**config.mk**
```make
export PLATFORM = sky130hd
export DESIGN_NAME = tetris_frame_scanner
export DESIGN_NICKNAME = d
export VERILOG_FILES = /design/src/rtl/tetris_frame_scanner.sv
export SDC_FILE = /design/constraint.sdc
export NUM_CORES = 1
export LEC_CHECK = 0
export ABC_CLOCK_PERIOD_IN_PS = 10500
export CORE_MARGIN = 1.5
export CORE_UTILIZATION = 32
export CTS_CLUSTER_DIAMETER = 100
export DETAILED_ROUTE_END_ITERATION = 16
export GPL_TIMING_DRIVEN = 0
export MAX_ROUTING_LAYER = met4
export PLACE_DENSITY_LB_ADDON = 0.15
export SKIP_CTS_REPAIR_TIMING = 1
export SLEW_MARGIN = 20
export SYNTH_ARGS = -nofsm -noshare
export SYNTH_HDL_FRONTEND = slang
export SYNTH_SLANG_ARGS = --single-unit
export TNS_END_PERCENT = 100
```
**constraint.sdc**
```tcl
create_clock -name clk -period 10.5 [get_ports clk]
set_input_delay 2.1 -clock clk [delete_from_list [all_inputs] [get_ports clk]]
set_output_delay 2.1 -clock clk [all_outputs]
set_load 0.01 [all_outputs]
```
**src/rtl/tetris_frame_scanner.sv**
```systemverilog
// Double-buffered 8x8 LED matrix row scanner: a producer fills a shadow frame and the scanner
// swaps it into the displayed frame only at frame boundaries, with one blank slot per row.
module tetris_frame_scanner #(
  parameter int unsigned DIV = 1000
) (
  input  logic        clk,
  input  logic        rstBtn,
  input  logic [63:0] frameIn,
  input  logic        frameValid,
  output logic        frameReady,
  output logic [7:0]  rowSel,
  output logic [7:0]  colOut,
  output logic [3:0]  fullRows,
  output logic        frameSwap
);

  typedef enum logic [0:0] {StIdle, StScan} state_e;

  localparam logic [15:0] DwellMax = 16'(DIV - 1);

  state_e      state_q, state_d;
  logic [63:0] shadow_q, shadow_d;
  logic [63:0] active_q, active_d;
  logic        shadow_full_q, shadow_full_d;
  logic [2:0]  row_q, row_d;
  logic [15:0] dwell_q, dwell_d;
  logic [7:0]  row_sel_q, row_sel_d;
  logic [7:0]  col_out_q, col_out_d;
  logic [3:0]  full_rows_q, full_rows_d;
  logic        frame_swap_q, frame_swap_d;
  logic        accept;
  logic        swap;

  function automatic logic [3:0] count_full(input logic [63:0] frame);
    logic [3:0] cnt;
    cnt = 4'd0;
    for (int r = 0; r < 8; r++) begin
      if (frame[8*r +: 8] == 8'hFF) begin
        cnt = cnt + 4'd1;
      end
    end
    return cnt;
  endfunction

  // Accept and swap are exclusive: accept needs the shadow empty, swap needs it full.
  assign accept = frameValid && !shadow_full_q;

  always_comb begin
    state_d       = state_q;
    shadow_d      = shadow_q;
    active_d      = active_q;
    shadow_full_d = shadow_full_q;
    row_d         = row_q;
    dwell_d       = dwell_q;
    full_rows_d   = full_rows_q;
    frame_swap_d  = 1'b0;
    swap          = 1'b0;

    unique case (state_q)
      StIdle: begin
        if (shadow_full_q) begin
          swap    = 1'b1;
          state_d = StScan;
          row_d   = 3'd0;
          dwell_d = 16'd0;
        end
      end
      StScan: begin
        if (dwell_q == DwellMax) begin
          dwell_d = 16'd0;
          row_d   = row_q + 3'd1;
          if (row_q == 3'd7 && shadow_full_q) begin
            swap = 1'b1;
          end
        end else begin
          dwell_d = dwell_q + 16'd1;
        end
      end
      default: state_d = StIdle;
    endcase

    if (accept) begin
      shadow_d      = frameIn;
      shadow_full_d = 1'b1;
    end

    if (swap) begin
      active_d      = shadow_q;
      shadow_full_d = 1'b0;
      full_rows_d   = count_full(shadow_q);
      frame_swap_d  = 1'b1;
    end

    // Outputs are computed from next-state so they line up with the registered dwell counter.
    row_sel_d = 8'd0;
    col_out_d = 8'd0;
    if (state_d == StScan && dwell_d != 16'd0) begin
      row_sel_d = 8'd1 << row_d;
      col_out_d = active_d[{row_d, 3'b000} +: 8];
    end
  end

  always_ff @(posedge clk or negedge rstBtn) begin
    if (!rstBtn) begin
      state_q       <= StIdle;
      shadow_q      <= 64'd0;
      active_q      <= 64'd0;
      shadow_full_q <= 1'b0;
      row_q         <= 3'd0;
      dwell_q       <= 16'd0;
      row_sel_q     <= 8'd0;
      col_out_q     <= 8'd0;
      full_rows_q   <= 4'd0;
      frame_swap_q  <= 1'b0;
    end else begin
      state_q       <= state_d;
      shadow_q      <= shadow_d;
      active_q      <= active_d;
      shadow_full_q <= shadow_full_d;
      row_q         <= row_d;
      dwell_q       <= dwell_d;
      row_sel_q     <= row_sel_d;
      col_out_q     <= col_out_d;
      full_rows_q   <= full_rows_d;
      frame_swap_q  <= frame_swap_d;
    end
  end

  assign frameReady = !shadow_full_q;
  assign rowSel     = row_sel_q;
  assign colOut     = col_out_q;
  assign fullRows   = full_rows_q;
  assign frameSwap  = frame_swap_q;

endmodule

```
Figure 1. The metal 1 layer.
Cells faint in the background.
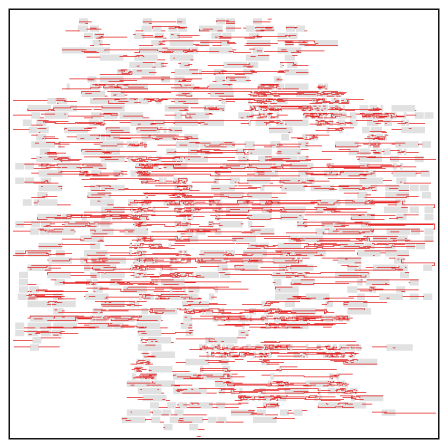
nets with wire on the layer = 767
share of all routed wire = 48%
main direction = horizontal
wire length on this layer = 10000 µm
longest straight run = 54.3 µm

Figure 2. M2 wires.
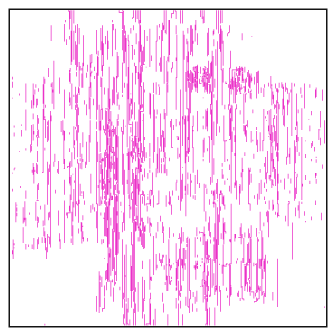
share of all routed wire = 46%
wire length on this layer = 9410 µm
longest straight run = 69.4 µm
main direction = vertical
nets with wire on the layer = 737

Figure 3. Metal 3.
Cells faint in the background.
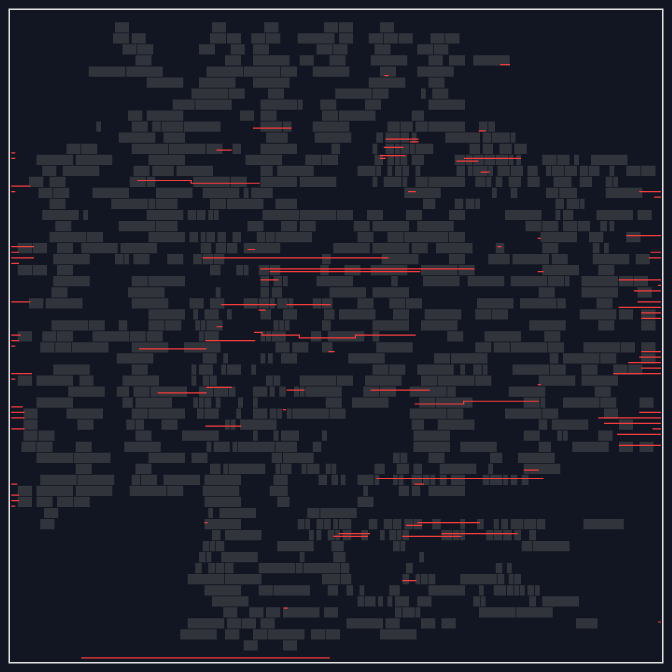
main direction = horizontal
wire length on this layer = 789 µm

==> reports/qor.txt <==
outcome: finished clean
area of the core: 24400 µm²
Detailed Routing Iterations Pass 1: 5
critical path class: reg2reg
HPWL after DPL: 15600 µm
CTS tree: built
final hold violation count: 0
Num Clock Sinks: 170
Post-synth EDFFs: 0
slowest CP cell: o31ai_1
total CTS buffers: 17
Final Slew Violations: 0
crit path launch type: flip-flop
Top Consumer: sequential cells
DIE AREA: 25800 µm²
met2 Usage GRT: 0.255
DR vias: 5534
per-cell routed wire length: 18.7 µm
WL met2: 9410 µm
count leader, synth: dfrtp_1
final worst path period share: 0.435
Port-buffer cells: 88
detail-routed via count per cell: 5.02
Synth area leader: dfrtp_1
Worst-Margin Slew: 0.804 ns
uppermost routed layer: met4
Max Fclk: 0.219 GHz
FP Util: 0.326
Fin Hold WS: 0.474 ns
clock slew at reported path FFs: 0.07 ns
met1 Track Usage GR: 0.239
gr ovfl total: 0
GPL Wtd Cong: 0.847
Antenna diodes: 0
ys flops: 170
NetSw: 0.473 mW
DRC viols: 0
CP most frequent cell: ha_1
Int Pwr: 1.23 mW
total power: 1.71 mW
Post-Syn Nets: 734
seq pwr: 0.835 mW
Die Width: 161 µm
Nets: 842
synth unique cells: 60
Multi-input gate area: 3450 µm²
busiest grt layer: met2
Max stage delay on crit path: 0.41 ns
Top cells by area: dfrtp_1 53%, mux2_2 17%, nor2_1 2.5%
met3 routed WL: 788 µm
fillers: 2365
FF+latch area: 4250 µm²
Leakage: 4.20 nW
min Tclk post-route: 4.57 ns
Req. time, crit path: 10.82 ns
# IOs: 89
Reg2Reg Depth: 17
H-tree levels: 4
Clk pwr share: 0.361
CP Capture Type: flip-flop
RSZ-0062 raised after global routing: no
max cap viols: 0
WP buf/inv: 1
CP max FO: 6
OpenROAD warning count: 29
mux contribution to synthesized area: 0.191
total wire length: 20700 µm
hold depth: 2
yosys stat area: 7960 µm²
comb pwr: 0.256 mW
first-pass GRT wire length: 32800 µm
initial DRC count: 328
Final Core Density: 0.404
peak supply drop: 0.0000751 V
Worst Hold Class: reg2reg
setup_tns: 0 ns
Slew HR: 0.464
top cells by count, synth: 170 x dfrtp_1, 117 x mux2_2, 54 x nor2_1
worst setup margin: 5.93 ns
Die Height: 161 µm
Post-DRT Antenna Nets: 0
hold path endpoint: fullRows[3]$_DFFE_PN0P_
Post-Place Worst Slack: 6.02 ns
Worst R2R End: fullRows[1]$_DFFE_PN0P_
ratio of cells with drive above 1 in the final layout: 0.238
-- placed cells by master (no fill, tap or decap), drive strengths merged, types with 21 or more instances in the layout --
cell	instances
nor3	22
dfrtp	170
clkdlybuf4s50	87
nand2	30
o211ai	21
o21ai	26
mux2	129
inv	21
nor2	54
clkbuf	38
-- layout make-up --
cell class                      instances  share of cell area
Buffer                                 36              0.0197
Clock buffer                           18              0.0436
Clock inverter                         13              0.0141
Inverter                               16             0.00610
Multi-Input combinational cell        436               0.350
Sequential cell                       170               0.432
Tap cell                              324              0.0412
Timing Repair Buffer                   89              0.0928
-- worst max path at each step --
stage                        startpoint                      end  slack, ns  depth (start not counted)
2_1_floorplan  shadow_q[10]$_DFFE_PN0P_  fullRows[1]$_DFFE_PN0P_       6.60                         18
6_report        shadow_q[2]$_DFFE_PN0P_  fullRows[1]$_DFFE_PN0P_       5.93                         17
3_3_place_gp                     rstBtn  shadow_q[7]$_DFFE_PN0P_       0.66                          1
3_5_place_dp   shadow_q[11]$_DFFE_PN0P_  fullRows[1]$_DFFE_PN0P_       6.02                         18
4_1_cts         shadow_q[6]$_DFFE_PN0P_  fullRows[1]$_DFFE_PN0P_       5.98                         17
5_1_grt         shadow_q[6]$_DFFE_PN0P_  fullRows[1]$_DFFE_PN0P_       5.61                         17
-- stage by stage --
stage,std cells,instance area [µm²]
final,1102,9840
after global routing,1102,9840
after CTS,1102,9840
after detailed placement,1071,9280
after global placement,1070,9240
after floorplan,658,7960
-- registers in the layout, indices dropped and copies added, names as in the netlist --
register	cells
fullRows	4
rowSel	8
row_q	3
state_q	1
dwell_q	16
frameSwap	1
colOut	8
shadow_q	64
active_q	64
shadow_full_q	1
Power figures rest on the tool's default switching activity, not on a simulated workload.
